--- src/rtl/execute_cycle.sv ---
// EX stage: operand forwarding, ALU, branch decision and target; EX/MEM register.
// One-cycle latency E->M; never stalls, no backpressure; FlushM bubbles the control fields only.
module execute_cycle (
    input  logic        clk,
    input  logic        reset,
    input  logic        RegWriteE,
    input  logic        ALUSrcE,
    input  logic        MemWriteE,
    input  logic        ResultSrcE,
    input  logic        BranchE,
    input  logic [2:0]  ALUControlE,
    input  logic [31:0] RD1_E,
    input  logic [31:0] RD2_E,
    input  logic [31:0] Imm_ExtE,
    input  logic [31:0] PCE,
    input  logic [31:0] PCPlus4E,
    input  logic [4:0]  RD_E,
    input  logic [1:0]  ForwardA_E,
    input  logic [1:0]  ForwardB_E,
    input  logic [31:0] ResultW,
    input  logic        FlushM,
    output logic        PCSrcE,
    output logic [31:0] PCTargetE,
    output logic        RegWriteM,
    output logic        MemWriteM,
    output logic        ResultSrcM,
    output logic [4:0]  RD_M,
    output logic [31:0] ALUResultM,
    output logic [31:0] WriteDataM,
    output logic [31:0] PCPlus4M
);

    logic [31:0] src_a;
    logic [31:0] fwd_b;
    logic [31:0] src_b;
    logic [31:0] alu_result;
    logic        zero_e;

    logic        reg_write_q, reg_write_d;
    logic        mem_write_q, mem_write_d;
    logic        result_src_q, result_src_d;
    logic [4:0]  rd_q, rd_d;
    logic [31:0] alu_result_q;
    logic [31:0] write_data_q;
    logic [31:0] pc_plus4_q;

    // Forwarding from MEM uses the registered value, i.e. the previous instruction's result.
    always_comb begin
        src_a = RD1_E;
        unique case (ForwardA_E)
            2'b01:   src_a = ResultW;
            2'b10:   src_a = alu_result_q;
            default: src_a = RD1_E;
        endcase
    end

    always_comb begin
        fwd_b = RD2_E;
        unique case (ForwardB_E)
            2'b01:   fwd_b = ResultW;
            2'b10:   fwd_b = alu_result_q;
            default: fwd_b = RD2_E;
        endcase
    end

    assign src_b = ALUSrcE ? Imm_ExtE : fwd_b;

    always_comb begin
        alu_result = 32'h0;
        case (ALUControlE)
            3'b000:  alu_result = src_a + src_b;
            3'b001:  alu_result = src_a - src_b;
            3'b010:  alu_result = src_a & src_b;
            3'b011:  alu_result = src_a | src_b;
            3'b101:  alu_result = ($signed(src_a) < $signed(src_b)) ? 32'h1 : 32'h0;
            default: alu_result = 32'h0;
        endcase
    end

    assign zero_e    = (alu_result == 32'h0);
    assign PCSrcE    = BranchE & zero_e;
    assign PCTargetE = PCE + Imm_ExtE;

    always_comb begin
        reg_write_d  = FlushM ? 1'b0 : RegWriteE;
        mem_write_d  = FlushM ? 1'b0 : MemWriteE;
        result_src_d = FlushM ? 1'b0 : ResultSrcE;
        rd_d         = FlushM ? 5'd0 : RD_E;
    end

    always_ff @(posedge clk or negedge reset) begin
        if (!reset) begin
            reg_write_q  <= 1'b0;
            mem_write_q  <= 1'b0;
            result_src_q <= 1'b0;
            rd_q         <= 5'd0;
            alu_result_q <= 32'h0;
            write_data_q <= 32'h0;
            pc_plus4_q   <= 32'h0;
        end else begin
            reg_write_q  <= reg_write_d;
            mem_write_q  <= mem_write_d;
            result_src_q <= result_src_d;
            rd_q         <= rd_d;
            alu_result_q <= alu_result;
            write_data_q <= fwd_b;
            pc_plus4_q   <= PCPlus4E;
        end
    end

    assign RegWriteM  = reg_write_q;
    assign MemWriteM  = mem_write_q;
    assign ResultSrcM = result_src_q;
    assign RD_M       = rd_q;
    assign ALUResultM = alu_result_q;
    assign WriteDataM = write_data_q;
    assign PCPlus4M   = pc_plus4_q;

endmodule

--- config.mk ---
export PLATFORM = sky130hd
export DESIGN_NAME = execute_cycle
export DESIGN_NICKNAME = d
export VERILOG_FILES = /design/src/rtl/execute_cycle.sv
export SDC_FILE = /design/constraint.sdc
export NUM_CORES = 1
export LEC_CHECK = 0
export CORE_ASPECT_RATIO = 1.4
export CORE_MARGIN = 2
export CORE_UTILIZATION = 45
export DETAILED_ROUTE_END_ITERATION = 8
export GPL_TIMING_DRIVEN = 0
export MAX_ROUTING_LAYER = met4
export PLACE_DENSITY = 0.85
export RECOVER_POWER = 100
export SLEW_MARGIN = 30
export SYNTH_ARGS = -nofsm -noshare
export SYNTH_HDL_FRONTEND = slang
export SYNTH_SLANG_ARGS = --single-unit
--- constraint.sdc ---
create_clock -name clk -period 8.36 [get_ports clk]
set_input_delay 0.836 -clock clk [delete_from_list [all_inputs] [get_ports clk]]
set_output_delay 0.836 -clock clk [all_outputs]
set_load 0.02 [all_outputs]
==> impl_metrics.json, run 1 <==
{
  "crit_arrival_ns": 7.43,
  "logic_gates": 1112,
  "cp-end-kind": "output pin",
  "violations": "capacitance limit, slew limit",
  "htree_num_levels": 3,
  "cts_hold_buffers": 0,
  "finalNonFillerCells": 2107,
  "top_area_share_pct": 23.53,
  "crit_family": "simple AND/OR/NAND/NOR gates",
  "min_from": "ALUResultM[31]$_DFF_PN0_",
  "leakagePower_nw": 6.903,
  "skew_ns": 0.01122,
  "grt_pass1_wl_mm": 75.74,
  "cpPeakStageDelay_ns": 0.70,
  "antenna_found_initial": 4,
  "relSlewSlack_pct": -156.8,
  "root_buffer": "clkbuf_16",
  "powerDensity_nw_per_um2": 160.4,
  "edf_count": 0,
  "timing.final.crit_share_pct": 98.83,
  "reg2reg_slack_ns": 3.16,
  "drive_above_1_share_pct": 4.183,
  "fmax_mhz": 121.0,
  "clk_latency_ns": 0.37,
  "multi_input_comb_area_um2": 7661,
  "min_path_cells": 4,
  "vias": 12920,
  "wl_per_cell_um": 24.68,
  "max-cap-violations": 2,
  "status": "finished, violations left",
  "synthTopCellsByCount": "ha_1, inv_1, nand2_1",
  "synth_cell_types": 95,
  "min_path_type": "reg2reg",
  "die_width_um": 136.5,
  "ys_seq_share_pct": 23.53,
  "most_common_cell": "ha_1",
  "dieHeight_um": 189.5,
  "drtIter0Drc": 1148,
  "peakVddDrop_v": 0.0001408,
  "clockBufferDepth": 2,
  "r2r_start": "ALUResultM[0]$_DFF_PN0_",
  "finalSetupViolations": 0,
  "dominant-cell-class": "multi-input combinational cells",
  "ctsResizeCount": 12,
  "clk_pin_slew_ns": 0.07,
  "viasPerCell": 6.133,
  "maxSlewViolCount": 107,
  "dp_hpwl_mm": 42.73
}
==> run 1: routing by layer <==
| metal | part of all wire (%) | GRT usage, % | up-vias |
|---|---|---|---|
| li1 | - | - | 5815 |
| met1 | 34 | 41.11 | 6037 |
| met2 | 47 | 65.02 | 824 |
| met3 | 8.3 | 9.050 | 247 |
| met4 | 10 | 35.22 | 0 |
| met5 | 0 | - | - |
==> run 1: worst max-delay path by stage <==
stage	start	endpoint
6_report	ForwardB_E[1]	PCSrcE
5_1_grt	ForwardB_E[1]	PCSrcE
4_1_cts	ForwardA_E[1]	PCSrcE
3_5_place_dp	ForwardB_E[0]	PCSrcE
3_3_place_gp	ForwardB_E[0]	PCSrcE
2_1_floorplan	ForwardB_E[0]	PCSrcE
==> run 1: where the power goes <==
group / total [mW] / internal [mW] / switching [mW]
logic: 1.38 / 0.534 / 0.850
registers: 0.600 / 0.556 / 0.0441
clock network: 0.469 / 0.262 / 0.207
total: 2.45 / 1.35 / 1.10
==> run 1: cell families after synthesis <==
kind of cell	after synthesis	share of synthesized area, %
AOI/OAI and AO/OA	501	30.01
and+or+nand+nor	411	17.62
buffers and inverters	216	7.646
adders and majority gates	146	16.72
DFF	104	23.53
xor gates and xnor gates	46	3.642
muxes	8	0.8370
==> run 1: state kept, by name, indices dropped and copies added (netlist names) <==
register    flops
RegWriteM       1
ALUResultM     32
WriteDataM     32
RD_M            5
PCPlus4M       32
ResultSrcM      1
MemWriteM       1
==> run 1: stage by stage <==
stage          utilization, %  cell area, um^2  power [mW]  hold slack, ns
2_1_floorplan               -            11060       1.397          0.5404
3_3_place_gp            62.03            14920       1.967          0.6577
3_5_place_dp            62.15            14950       1.979          0.6638
4_1_cts                 63.51            15280       2.455          0.3615
5_1_grt                 63.56            15290       2.566          0.7583
6_report                63.56            15290       2.453          0.6841
Figure 1. Clock wiring as the flow saved it (run 1).
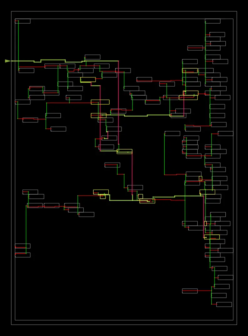
registers: 104
Clock Buffer Count: 10
CTS Buf Count: 9

Figure 2. Routed clock nets over the placement (run 1).
Scale: 3 px per um.
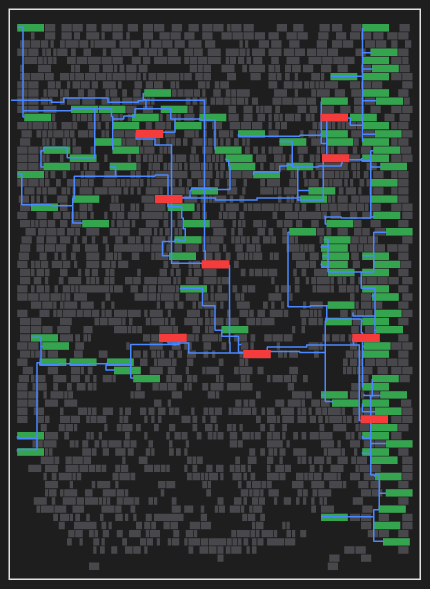
[flip-flops] green | count: 104
[clock wires] blue | length: 1530 um
[clock-net drivers] red | count: 9
routed clock nets: 10

Figure 3. Placement by cell class (run 1).
Scale: 2 px per um. Fill, decap, tap and diode cells in grey.
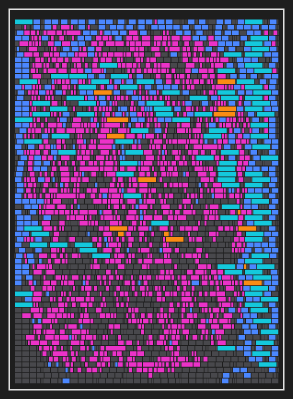
| class | colour | cells | share of their area |
|---|---|---|---|
| remaining logic cells | magenta | 1251 | 55% |
| clock drivers and dummy loads | orange | 15 | 2.1% |
| sequential cells | cyan | 104 | 17% |
| remaining buffers and delay cells | blue | 423 | 26% |

Figure 4. The metal 2 layer (run 1).
Scale: 2 px per um.
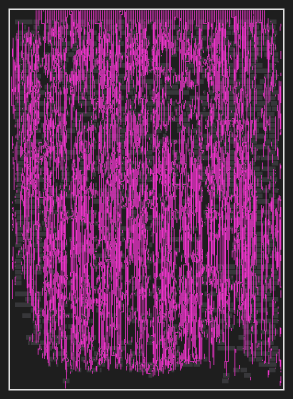

==> run 1 -> run 2 <==
--- a/config.mk
+++ b/config.mk
@@ -5,7 +5,7 @@
 export SDC_FILE = /design/constraint.sdc
 export NUM_CORES = 1
 export LEC_CHECK = 0
-export CORE_ASPECT_RATIO = 1.4
+export CAP_MARGIN = 20
 export CORE_MARGIN = 2
 export CORE_UTILIZATION = 45
 export DETAILED_ROUTE_END_ITERATION = 8
Figure 5. The metal 2 layer (run 2).
Scale: 2 px per um.
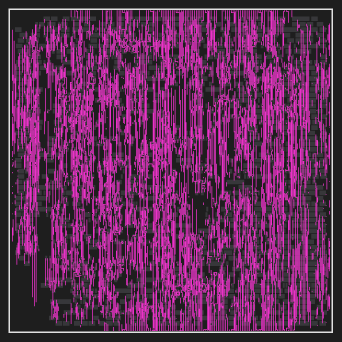
nets with wire on the layer: 1797
wire length on this layer: 22.8 mm

Figure 6. Ports around the boundary (run 2).
Scale: 1.5 px per um. Pins as bars across the die edge, other pins in grey.
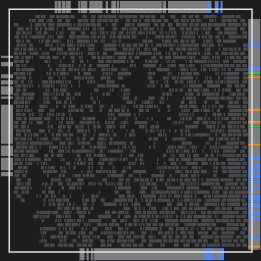
| port | colour | pins | direction | edge |
|---|---|---|---|---|
| RD_M | orange | 5 | output | east |
| RegWriteE | purple | 1 | input | east |
| ForwardB_E | green | 2 | input | east |
| PCPlus4M | blue | 32 | output | 21 east, 8 south, 3 north |

Figure 7. Routed clock nets over the placement (run 2).
Scale: 4 px per um.
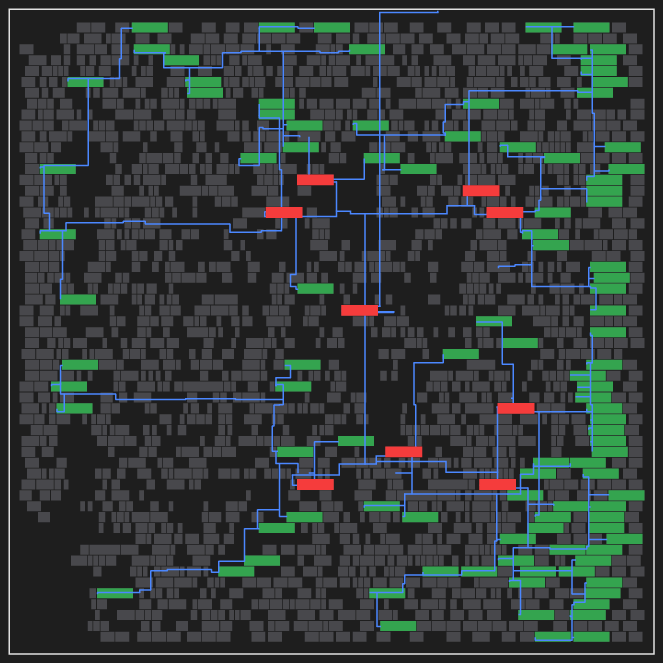
[clock wires] blue | length: 1740 um
[clock-net drivers] red | count: 9
[flip-flops] green | count: 104
flops lie: widely spread

==> impl_metrics.json, run 2 <==
{
  "crit_family": "simple AND/OR/NAND/NOR gates",
  "die_width_um": 160.8,
  "skew_ns": 0.02005,
  "status": "finished, violations left",
  "wl_met3_mm": 4.597,
  "final_core_utilization_pct": 63.15,
  "edf_count": 0,
  "wl_per_cell_um": 23.04,
  "max-cap-violations": 3,
  "cp-end-kind": "output pin",
  "clk_latency_ns": 0.38,
  "synth_cell_types": 95,
  "peakVddDrop_v": 0.00009437,
  "most_common_cell": "ha_1",
  "cpPeakStageDelay_ns": 0.67,
  "met2WireLength_mm": 22.78,
  "top_area_share_pct": 23.53,
  "top_layer_used": "met4",
  "antenna_found_initial": 3,
  "violations": "capacitance limit, slew limit",
  "maxSlewViolCount": 107,
  "drtIter0Drc": 1411
}
run 2: cell count changes in the layout (fill, tap and decap cells not counted), sizes merged, moves of 2 or more:
cell / before / now
inv: 139 / 143
clkbuf: 67 / 64
bufinv: 2 / 0
buf: 20 / 24
run 2: where the power goes:
part	total [mW]	switching, mW	internal, mW
Clock	0.479	0.259	0.220
Combinational	1.37	0.830	0.537
Sequential	0.590	0.0340	0.556
run 2: worst paths after layout:
path	from	endpoint	slack, ns	cells after the start
setup / recovery	ForwardB_E[0]	PCSrcE	0.15	22
hold / removal	ALUResultM[3]$_DFF_PN0_	WriteDataM[3]$_DFF_PN0_	0.70	4
setup reg to reg	ALUResultM[0]$_DFF_PN0_	ALUResultM[28]$_DFF_PN0_	3.55	18
hold reg to reg	ALUResultM[3]$_DFF_PN0_	WriteDataM[3]$_DFF_PN0_	0.70	4
max in group asynchronous	reset	PCPlus4M[20]$_DFF_PN0_	2.84	2
min in group asynchronous	reset	PCPlus4M[6]$_DFF_PN0_	1.21	1
run 2: routing by layer:
| metal | global-route usage, % | up-vias |
|---|---|---|
| met5 | - | - |
| met4 | 14.69 | 0 |
| met2 | 61.03 | 746 |
| met1 | 49.18 | 6131 |
| li1 | - | 5818 |
| met3 | 5.320 | 117 |
run 2: cells by family (layout without fill, tap and decap cells):
kind of cell / count (synthesis) / count (layout) / synth area share, %
AOI/OAI and AO/OA: 501 / 501 / 30.01
xor gates and xnor gates: 46 / 46 / 3.642
adders and majority gates: 146 / 146 / 16.72
buffers and inverters: 216 / 580 / 7.646
DFF: 104 / 104 / 23.53
muxes: 8 / 8 / 0.8370
other: 0 / 3 / 0
and+or+nand+nor: 411 / 411 / 17.62
run 2: what timing repair did:
action,in CTS,in global routing
setup buffers,0,1
setup endpoints to repair,1,1
pin swaps,0,1
gates resized,9,32
Figure 8. Clock wiring as the flow saved it (run 2).
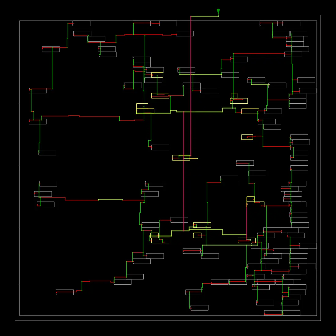

==> run 2 -> run 3 <==
--- a/config.mk
+++ b/config.mk
@@ -8,9 +8,9 @@
 export CAP_MARGIN = 20
 export CORE_MARGIN = 2
 export CORE_UTILIZATION = 45
+export CTS_CLUSTER_SIZE = 30
 export DETAILED_ROUTE_END_ITERATION = 8
 export GPL_TIMING_DRIVEN = 0
-export MAX_ROUTING_LAYER = met4
 export PLACE_DENSITY = 0.85
 export RECOVER_POWER = 100
 export SLEW_MARGIN = 30
Figure 9. Clock wiring as the flow saved it (run 3).
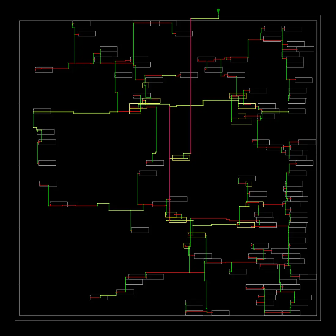
Clock Buffer Count: 9
CTS Sinks: 104

Figure 10. The metal 2 layer (run 3).
Scale: 2 px per um.
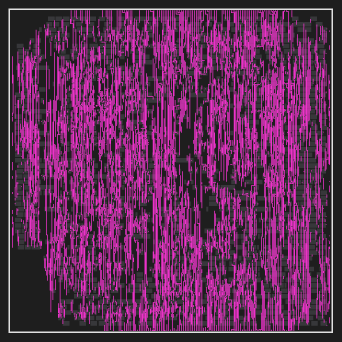
GRT met2 Usage: 60.38%
vias post-DR: 12940
Routed WL: 48.67 mm

==> impl_metrics.json, run 3 <==
{
  "edf_count": 0,
  "seq_power_share_pct": 24.1,
  "peakVddDrop_v": 0.0001306,
  "clk_latency_ns": 0.37,
  "top_area_share_pct": 23.53,
  "p_int_mw": 1.335,
  "synth_cell_types": 95,
  "r2r_start": "ALUResultM[10]$_DFF_PN0_",
  "cp-end-kind": "output pin",
  "maxSlewViolCount": 110,
  "p_comb_share_pct": 56.0,
  "drtIter0Drc": 1440,
  "post_cts_buffers": 0,
  "top_layer_used": "met4",
  "grt_start_max_net_pins": 79,
  "most_common_cell": "ha_1",
  "pwr-share-clk_pct": 19.8,
  "path_cells": "clkdlybuf4s50_1 > inv_1 > ha_1 > clkbuf_1 > a22oi_1 > o21ai_0 > ha_1 > and2_1 > a221o_1 > a31oi_1 > nand2_1 > a311oi_2 > xnor2_1 > o21ai_1 > or4_1 > nor4_2 > and4bb_1 > nand4b_1 > nor4_2 > clkdlybuf4s50_1",
  "reg2reg_depth": 15,
  "met2WireLength_mm": 22.76,
  "crit_start": "ForwardA_E[1]",
  "cp-endpoint": "PCSrcE",
  "skew_ns": 0.01854,
  "dieArea_um2": 25850,
  "status": "finished, violations left",
  "grt_busiest_layer": "met2",
  "min_from": "ALUResultM[23]$_DFF_PN0_",
  "antenna_found_initial": 2,
  "sw_frac_of_total_pct": 45.31,
  "wl_met3_mm": 4.710,
  "violations": "capacitance limit, slew limit",
  "die_width_um": 160.8,
  "grt_util_met1_pct": 48.17,
  "reg2reg_slack_ns": 3.56,
  "crit_family": "simple AND/OR/NAND/NOR gates",
  "worstSetupPathDepth": 20,
  "max-cap-violations": 3,
  "cpPeakStageDelay_ns": 0.66
}
Figure 11. Placement by cell class (run 3).
Scale: 2 px per um. Fill, decap, tap and diode cells in grey.
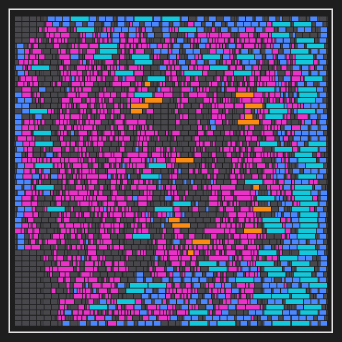
Final Util: 63.25%
sequential share of cell area: 16.97%
Core ar.: 24250 um^2

run 3: cell counts after synthesis:
Identical to the previous run, type by type.
run 3: how the worst min path moves through the flow:
| stage | end | slack [ns] | depth (start not counted) |
|---|---|---|---|
| after CTS | PCPlus4M[6]$_DFF_PN0_ | 0.33 | 1 |
| after floorplan | ALUResultM[0]$_DFF_PN0_ | 0.54 | 0 |
| after detailed placement | WriteDataM[23]$_DFF_PN0_ | 0.66 | 4 |
| final | WriteDataM[23]$_DFF_PN0_ | 0.69 | 4 |
| after global placement | WriteDataM[26]$_DFF_PN0_ | 0.65 | 4 |
| after global routing | WriteDataM[23]$_DFF_PN0_ | 0.73 | 4 |
run 3: cells by family (layout without fill, tap and decap cells):
logic type / Yosys count / count (layout) / share of synthesized area, %
other cells: 0 / 1 / 0
xor+xnor: 46 / 46 / 3.642
buf+inv: 216 / 580 / 7.646
compound gates: 501 / 501 / 30.01
fa+ha+maj: 146 / 146 / 16.72
simple gates: 411 / 411 / 17.62
mux: 8 / 8 / 0.8370
flops: 104 / 104 / 23.53
run 3: final cells by class:
| type | instances | area share [%] |
|---|---|---|
| multi-input cells | 1112 | 49.86 |
| repair buffers | 350 | 22.73 |
| flip-flops and latches | 104 | 16.97 |
| inverters | 139 | 3.402 |
| well taps | 324 | 2.643 |
| plain buffers | 75 | 2.260 |
| clock buffers | 9 | 1.468 |
| clock inverters | 7 | 0.6526 |
| diodes | 1 | 0.01632 |
run 3: power groups by stage:
stage,logic (mW),registers (mW),clock network (mW)
finish,1.37,0.590,0.484
global route,1.46,0.594,0.502
CTS,1.37,0.591,0.480
detailed placement,1.36,0.600,0
global placement,1.35,0.599,0
floorplan,0.735,0.662,0
No activity file was given, so power comes from the tool's default toggle rates.
